==> src/rtl/multi_exchange_packet_parser.sv <==
// Byte-level framer for HEADER, N_EXCH big-endian prices, optional XOR checksum, FOOTER.
// Prices are staged in a shadow buffer and published only when a packet fully validates.
module multi_exchange_packet_parser #(
    parameter int unsigned N_EXCH         = 2,
    parameter int unsigned PRICE_BYTES    = 2,
    parameter logic [7:0]  HEADER         = 8'hAA,
    parameter logic [7:0]  FOOTER         = 8'h55,
    parameter bit          CHECKSUM_EN    = 1'b1,
    parameter int unsigned TIMEOUT_CYCLES = 104167
) (
    input  logic                            clk,
    input  logic                            rst,
    input  logic [7:0]                      rx_data,
    input  logic                            rx_valid,
    output logic [N_EXCH*PRICE_BYTES*8-1:0] prices,
    output logic                            packet_valid,
    output logic                            pkt_error,
    output logic [1:0]                      err_code,
    output logic                            busy
);

    localparam int unsigned NB    = N_EXCH * PRICE_BYTES;
    localparam int unsigned PW    = PRICE_BYTES * 8;
    localparam int unsigned CNT_W = (NB > 1) ? $clog2(NB) : 1;
    localparam int unsigned TO_W  = (TIMEOUT_CYCLES > 1) ? $clog2(TIMEOUT_CYCLES) : 1;

    localparam logic [CNT_W-1:0] LAST_BYTE = CNT_W'(NB - 1);
    localparam logic [TO_W-1:0]  TO_LAST   = TO_W'(TIMEOUT_CYCLES - 1);

    localparam logic [1:0] S_IDLE   = 2'd0;
    localparam logic [1:0] S_PRICE  = 2'd1;
    localparam logic [1:0] S_CHECK  = 2'd2;
    localparam logic [1:0] S_FOOTER = 2'd3;

    logic [1:0]        state;
    logic [NB*8-1:0]   shadow;
    logic [CNT_W-1:0]  byte_cnt;
    logic [7:0]        chk;
    logic [TO_W-1:0]   to_cnt;

    assign busy = (state != S_IDLE);

    always_ff @(posedge clk) begin
        if (rst) begin
            state        <= S_IDLE;
            shadow       <= '0;
            byte_cnt     <= '0;
            chk          <= '0;
            to_cnt       <= '0;
            prices       <= '0;
            packet_valid <= 1'b0;
            pkt_error    <= 1'b0;
            err_code     <= 2'd0;
        end else begin
            packet_valid <= 1'b0;
            pkt_error    <= 1'b0;

            if (state == S_IDLE) begin
                to_cnt <= '0;
                if (rx_valid && rx_data == HEADER) begin
                    state    <= S_PRICE;
                    byte_cnt <= '0;
                    chk      <= '0;
                end
            end else if (!rx_valid) begin
                // A byte arriving on the terminal count bypasses this branch, so the byte wins.
                if (to_cnt == TO_LAST) begin
                    state     <= S_IDLE;
                    pkt_error <= 1'b1;
                    err_code  <= 2'd3;
                    shadow    <= '0;
                    to_cnt    <= '0;
                end else begin
                    to_cnt <= to_cnt + 1'b1;
                end
            end else begin
                to_cnt <= '0;
                case (state)
                    S_PRICE: begin
                        // Price k sits at the low end of the vector; its first wire byte is the MSB.
                        for (int unsigned i = 0; i < NB; i++) begin
                            if (byte_cnt == CNT_W'(i))
                                shadow[(i / PRICE_BYTES) * PW + (PRICE_BYTES - 1 - (i % PRICE_BYTES)) * 8 +: 8] <= rx_data;
                        end
                        chk <= chk ^ rx_data;
                        if (byte_cnt == LAST_BYTE) begin
                            state <= CHECKSUM_EN ? S_CHECK : S_FOOTER;
                        end else begin
                            byte_cnt <= byte_cnt + 1'b1;
                        end
                    end
                    S_CHECK: begin
                        if (rx_data == chk) begin
                            state <= S_FOOTER;
                        end else begin
                            state     <= S_IDLE;
                            pkt_error <= 1'b1;
                            err_code  <= 2'd2;
                        end
                    end
                    S_FOOTER: begin
                        if (rx_data == FOOTER) begin
                            prices       <= shadow;
                            packet_valid <= 1'b1;
                            state        <= S_IDLE;
                        end else begin
                            pkt_error <= 1'b1;
                            err_code  <= 2'd1;
                            if (rx_data == HEADER) begin
                                state    <= S_PRICE;
                                byte_cnt <= '0;
                                chk      <= '0;
                            end else begin
                                state <= S_IDLE;
                            end
                        end
                    end
                    default: state <= S_IDLE;
                endcase
            end
        end
    end

endmodule

==> config.mk <==
export PLATFORM = sky130hd
export DESIGN_NAME = multi_exchange_packet_parser
export DESIGN_NICKNAME = d
export VERILOG_FILES = /design/src/rtl/multi_exchange_packet_parser.sv
export SDC_FILE = /design/constraint.sdc
export NUM_CORES = 1
export LEC_CHECK = 0
export CORE_UTILIZATION = 55
export DETAILED_ROUTE_END_ITERATION = 10
export PLACE_DENSITY_LB_ADDON = 0.12
export SLEW_MARGIN = 20
export SYNTH_ARGS = -nofsm -noshare
export SYNTH_HDL_FRONTEND = slang
export SYNTH_SLANG_ARGS = --single-unit
==> constraint.sdc <==
create_clock -name clk -period 3.45 [get_ports clk]
set_clock_uncertainty 0.1 [all_clocks]
set_input_delay 0.5175 -clock clk [delete_from_list [all_inputs] [get_ports clk]]
set_output_delay 0.5175 -clock clk [all_outputs]
set_load 0.05 [all_outputs]
==> results.txt, run 1 <==
The flow run is done. The run finished with clean final reports. Multiplexer cells account for 0% of the synthesized area. The flow reports an fmax of 369 MHz. Per report_power, the clock group accounts for 37.2% of the total. Met2 layer wire length in the routed design landed at 3890 um. In this run the number of cells on the critical path is 3. The layout has 53 buffers outside the clock class. Summing internal, switching and leakage power gives 1.88 mW. The worst setup path is captured at an output port. Hold buffer count at CTS landed at 0. The launch point of the critical path was reported as state[1]. Switching power of the nets landed at 0.450 mW.

The synthesized design spends more area on one cell type than any other, namely sky130_fd_sc_hd__dfxtp_1. Count of unresolved DRC violations after routing landed at 0. For the worst min-delay path, the startpoint reported by OpenROAD is shadow[9].

Of all the cell area in the finished design, non-clock buffers hold 10.6%. Share of the clock period used by the worst path after layout landed at 78.6%. Looking at the clock tree report, the root buffer type is sky130_fd_sc_hd__clkbuf_8.

The synthesized netlist occupies a cell area of 4180 um^2. Tool warning count landed at 30. Number of placement rows landed at 31. The largest registers in the layout are prices: 32 flops, shadow: 32 flops, to_cnt: 17 flops. Power per unit of standard cell area landed at 390 nW/um^2. The worst setup path is launched from a flip-flop. Per report_power, the sequential group accounts for 59.5% of the total. Cells fill 66.1% of the core in the end.

Routability congestion estimate from global placement landed at 0.822. For the worst reg-to-reg path, the startpoint reported by OpenROAD is state[1]. Data required time of the critical path landed at 2830 ps. Count of flip-flops with a built-in enable after synthesis landed at 0. Once detail routing completed, the nets flagged for antenna violations numbered 0. In this design, the largest share of critical-path delay is due to buffers and inverters.

The routed design could run at a clock period as short as 2710 ps. Total of buffers placed on input and output ports landed at 47. The highest metal layer carrying signal wires in the routed design is met4. In the layout the commonest cells are sky130_fd_sc_hd__dfxtp_1 (97), sky130_fd_sc_hd__nand2_1 (81), sky130_fd_sc_hd__a21oi_1 (74). Share of cells above drive strength 1 landed at 6.86%. At the worst endpoint, the arrival time is 2090 ps. The min-delay analysis places its worst path in the category reg -> reg. The synthesized netlist contains 43 unique library cells. Part of the total power dissipated in combinational logic landed at 3.3%. The power report lists cell-internal power as 1.43 mW. Hold-check failures listed in the final report amount to 0. Via count of the first global-routing pass landed at 3,088. Per the final report, max-transition violations number 0.

In this run the maximum-capacitance check reported violations numbering 0. The post-route report lists met1 wire length as 4050 um. Core footprint landed at 7290 um^2. In the final routed layout, each cell accounts on average for 13.1 um. OpenSTA, run right after detailed placement, puts the worst setup slack at 668 ps. After synthesis, the largest family of logic cells by area is simple AND/OR/NAND/NOR gates. Per the layout report, the design carries 10 clock buffers. Number of cells in Yosys stat landed at 503.

Setup repair after global routing left no endpoint under its margin. Largest net degree at the start of global routing landed at 57. Per the synth log, the flip-flop and latch total comes to 97.

By area the synthesized netlist is led by sky130_fd_sc_hd__dfxtp_1 (46%), sky130_fd_sc_hd__a21oi_1 (8.9%), sky130_fd_sc_hd__nand2_1 (7.3%). The number of sequential cells reported for the layout is 97. Traced cell by cell, the critical path runs through nor2_1 > inv_1 > clkdlybuf4s50_1. Total global routing overflow landed at 0.

Cell resize tally after clock tree synthesis landed at 0. Global-route total usage across every layer landed at 23.0%. Summed over its instances, the top area cell type makes up 46.4% of the synthesized netlist area. Overall chip area landed at 7960 um^2. The stat command in Yosys gives a chip area of 4180 um^2.

Synthesized instance count landed at 503. The layout contains a multi-input combinational cell count of 363. Actual slew at the worst max-slew pin landed at 771 ps. Of the total synthesized cell area, the portion taken by AND, OR, NAND and NOR gates is 25.5%.

The most critical hold endpoint after final layout shows a slack of 346 ps. The final report gives the standard cell area, fillers excluded, as 4820 um^2. Area after detailed placement landed at 4640 um^2.

The analysis attributes to cell leakage a power of 1.50 nW. The critical path is of the reg -> out type. Final antenna diode count landed at 0. In this run the layout overhead on the synthesized area is reported as 15.3%. HPWL reported at the end of detailed placement landed at 5780 um. After the first detailed-routing iteration, the DRC count stood at 143.

Later-pin clock latency in the skew report landed at 360 ps. Measured against its own limit, the worst slew margin works out to 48.6%.
-- run 1: cell usage after synthesis (2+ instances only) --
cell type and instances:
sky130_fd_sc_hd__nor4_1 2, sky130_fd_sc_hd__buf_4 3, sky130_fd_sc_hd__nand2b_1 9, sky130_fd_sc_hd__inv_1 10, sky130_fd_sc_hd__dfxtp_1 97, sky130_fd_sc_hd__nor4_4 2, sky130_fd_sc_hd__xor2_1 16, sky130_fd_sc_hd__o21ai_1 12
sky130_fd_sc_hd__a31oi_1 2, sky130_fd_sc_hd__a221oi_2 2, sky130_fd_sc_hd__buf_6 5, sky130_fd_sc_hd__a311oi_1 8, sky130_fd_sc_hd__nand2_1 81, sky130_fd_sc_hd__nand4_1 6, sky130_fd_sc_hd__nor2_1 36, sky130_fd_sc_hd__nor4_2 2
sky130_fd_sc_hd__nand3_1 51, sky130_fd_sc_hd__and4bb_2 2, sky130_fd_sc_hd__o21ai_0 14, sky130_fd_sc_hd__o31ai_1 2, sky130_fd_sc_hd__nor3_1 2, sky130_fd_sc_hd__ha_1 6, sky130_fd_sc_hd__clkbuf_1 17, sky130_fd_sc_hd__and2_1 11
sky130_fd_sc_hd__a21oi_1 74, sky130_fd_sc_hd__xnor2_1 7, sky130_fd_sc_hd__buf_2 8
-- run 1: power groups by stage --
stage	Sequential, mW	Combinational (mW)	Clock (mW)
global placement	1.15	0.0607	0
detailed placement	1.15	0.0611	0
CTS	1.12	0.0615	0.714
finish	1.12	0.0617	0.700
global route	1.12	0.0668	0.757
floorplan	1.14	0.0329	0
-- run 1: metal layers --
layer / GRT usage (%) / vias up
met5: 0 / -
met4: 8.95 / 0
met3: 2.77 / 10
met2: 36.6 / 78
met1: 31.9 / 1592
li1: - / 1786
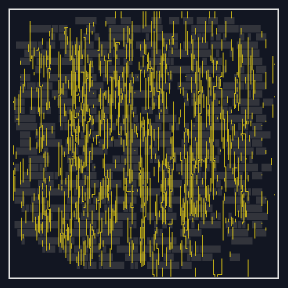
*M2 wires, run 1*
Scale: 3 px per um. Cells faint in the background.
The layer carries 3,890 um of wire. The longest straight run is 27.2 um. The wires run mostly vertical. 435 nets have wire on it.
total vias in the final route: 3,466
global routing met2 resource utilization: 36.6%
post-detailed-routing wire length: 8390 um

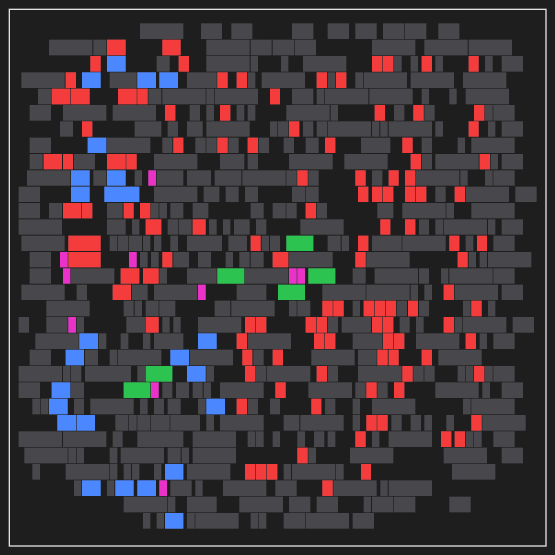
*Selected gate families, run 1*
Scale: 6 px per um.
Green marks fa/ha/maj cells, cells 6, where middle. Blue marks xor and xnor cells, cells 24. Red marks aoi and oai cells, cells 117, where spread over the die. Magenta marks inv cells, cells 10.
highest-count logic cell in the final layout: sky130_fd_sc_hd__dfxtp_1
final cell count without fillers: 638
fraction of standard cell area in multi-input logic: 41.9%

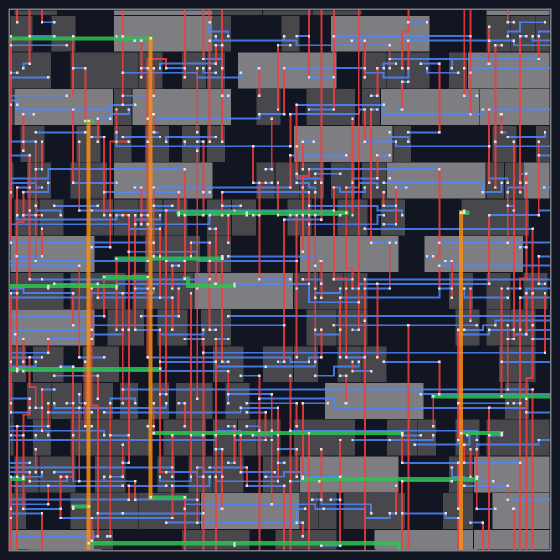
*Close-up of the layout, run 1*
Window x 25 to 65, y 42 to 82 um. Cells in grey, sequential cells in the stronger grey; small squares are vias.
Orange marks M4. Red marks M2. Green marks M3. Blue marks M1.
139 logic cells have their middle in the window. Sequential cells in the window: 24. Most frequent: dfxtp_1 (24), nand3_1 (22), a21oi_1 (21). Netlist names of flops here include shadow (14), prices (6), byte_cnt (2).

==> run 2: changes to the inputs <==
CORE_UTILIZATION = 50   (was 55)
clock period = 2.34 ns   (was 3.45 ns; I/O delays follow)
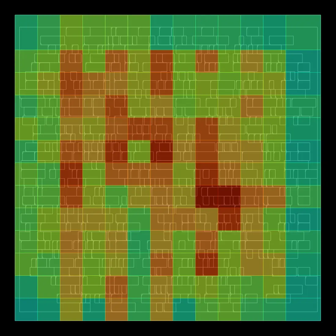
*Congestion heat map, run 2*
share of the core filled with cells in the final layout: 62.3%
final routed wire length divided by cell count: 14.0 um
fraction of met3 tracks used by global routing: 3.66%
most utilized layer in the global route result: met2

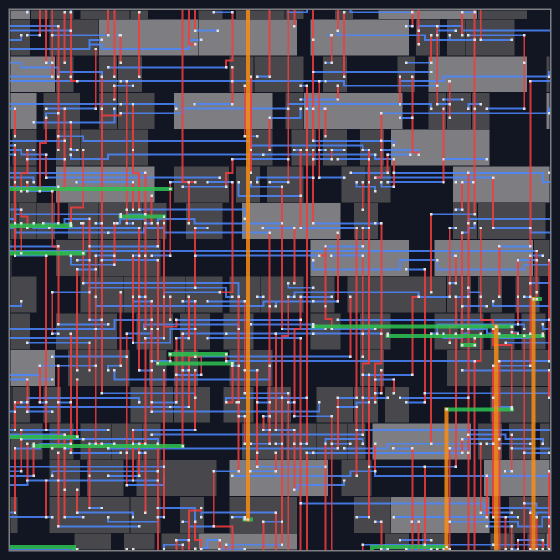
*Close-up of the layout, run 2*
Window x 27 to 67, y 45 to 85 um. Cells in grey, sequential cells in the stronger grey; small squares are vias.
Green marks M3. Orange marks M4. Blue marks M1. Red marks M2.
Sequential cells in the window: 16. 118 logic cells have their middle in the window. Most frequent: a21oi_1 (16), dfxtp_1 (16), nand3_1 (14). Netlist names of flops here include shadow (9), prices (4), chk (3).

==> results.txt, run 2 <==
The flow run is done. Walking the worst path, the cells encountered are clkdlybuf4s50_1 > xor2_1 > nor4_1 > nand3_1 > and3b_1 > o31ai_1. Final antenna diode count landed at 0. Aggregate routed wire length landed at 9150 um. Max-slew violation count landed at 0. Clock latency on the worst-skew pair, taken at its later pin, is 360 ps. Flip-flop and latch count after synthesis landed at 97.

In this run, the number of DRC markers left after iteration 0 of detailed routing was 166. The via count of the first global-routing pass was 3,362. In this run the worst hold path is classified as in -> reg. The timing report shows that the slowest cell on the worst path is sky130_fd_sc_hd__clkdlybuf4s50_1. STA lists the startpoint of the worst register-to-register path as state[0]. Data required time of the critical path landed at 2510 ps. The endpoint identified for the worst register-to-register timing path is shadow[7].

According to the dpl log, the detail-placed design has an HPWL of 6320 um. The most frequently used library cell after synthesis is sky130_fd_sc_hd__dfxtp_1. Setup slack on the worst path after placement came out at -5.37 ps.

Growth of design area from synthesis to finish landed at 18.0%. In this run the most critical hold path is launched from rst. STA classifies the critical path endpoint as a flip-flop.

Per the synthesis report, the dominant area consumer among library cells is sky130_fd_sc_hd__dfxtp_1. STA classifies the critical path startpoint as a primary input. The run finished with clean final reports.

Yosys chip area landed at 4180 um^2. Actual slew at the worst max-slew pin landed at 646 ps. Portion of synthesized cell area occupied by the leading cell type landed at 46.4%.

The timing report attributes the biggest portion of critical-path delay to simple AND/OR/NAND/NOR gates. Global-route total usage across every layer landed at 23.1%. In this run the remaining antenna-violating nets after routing total 0.

The analysis attributes to cell leakage a power of 1.57 nW. The critical path starts at rx_data[7]. Total global routing overflow landed at 0. Among logic cells in the layout, the one with the most instances is sky130_fd_sc_hd__dfxtp_1.

The cell count after synthesis came out at 503. Tool warning count landed at 30. The largest registers in the layout are prices: 32 flops, shadow: 32 flops, to_cnt: 17 flops. Count of unresolved DRC violations after routing landed at 0. After clock tree synthesis, the repair step resized 0 gates. For this design, Yosys synthesis ends with a cell count of 503.

Count of unique library cells instantiated by Yosys landed at 43. Count of vias placed by the detailed router landed at 3,548. Routability congestion estimate from global placement landed at 0.867. Overall chip area landed at 8740 um^2.

For this run, the number of standard cells in the final layout without fillers is 651. Worst relative slew slack landed at 56.6%. The OpenROAD report gives the critical path a data arrival time of 2150 ps. Yosys mapped a number of flops with a built-in enable equal to 0. According to the floorplan report, the placeable core area is 7930 um^2. According to the floorplan log, the row count is 32.

Largest net degree at the start of global routing landed at 47. The flow reports an fmax of 505 MHz. Cell area after technology mapping landed at 4180 um^2. For reference, the top cells by count after synthesis are sky130_fd_sc_hd__dfxtp_1 (97), sky130_fd_sc_hd__nand2_1 (81), sky130_fd_sc_hd__a21oi_1 (74). Subtracting the final worst setup slack from the clock period gives 1980 ps.

The setup path with the least slack is of type in -> reg.
==> run 2: how the worst max path moves through the flow <==
| stage | slack, ps | to | cells past startpoint |
|---|---|---|---|
| 2_1_floorplan | 720 | shadow[10] | 9 |
| 4_1_cts | 370 | prices[15] | 1 |
| 6_report | 360 | state[0] | 6 |
| 5_1_grt | 200 | shadow[7] | 6 |
| 3_5_place_dp | -5 | state[0] | 6 |
| 3_3_place_gp | 80 | state[0] | 6 |
==> run 2: cell families after synthesis <==
kind of cell	share of synthesized area (%)
XOR/XNOR	5.20
AND-OR/OR-AND	15.8
buffers and inverters	5.26
adder cells (fa/ha/maj)	1.79
AND/OR/NAND/NOR	25.5
flip-flops	46.4
==> run 2: per-layer routing <==
layer / track usage, % / vias up / wire (um)
li1: - / 1807 / -
met1: 31.1 / 1648 / 4480
met2: 36.8 / 79 / 4160
met3: 3.66 / 14 / 335
met4: 9.10 / 0 / 167
met5: 0 / - / 0
==> run 2: stage by stage <==
step,hold WS (ps),area (um^2),power (mW)
6_report,291,4940,2.84
5_1_grt,294,4940,2.94
4_1_cts,279,4940,2.85
3_5_place_dp,347,4750,1.79
3_3_place_gp,343,4750,1.79
2_1_floorplan,332,4180,1.74
==> run 2: power breakdown <==
part | internal [mW] | switching (mW)
Combinational | 0.0384 | 0.0637
Sequential | 1.65 | 0.000209
Clock | 0.499 | 0.594
==> run 2: area by class of cell <==
cell class                      instances  area [um^2]
Inverter                               10         37.5
Clock buffer                           10          128
Clock inverter                          5         63.8
Tap cell                              102          128
Multi-Input combinational cell        363         2020
Fill cell                             726         2990
Sequential cell                        97         1940
Timing Repair Buffer                   64          616
Power figures rest on the tool's default switching activity, not on a simulated workload.
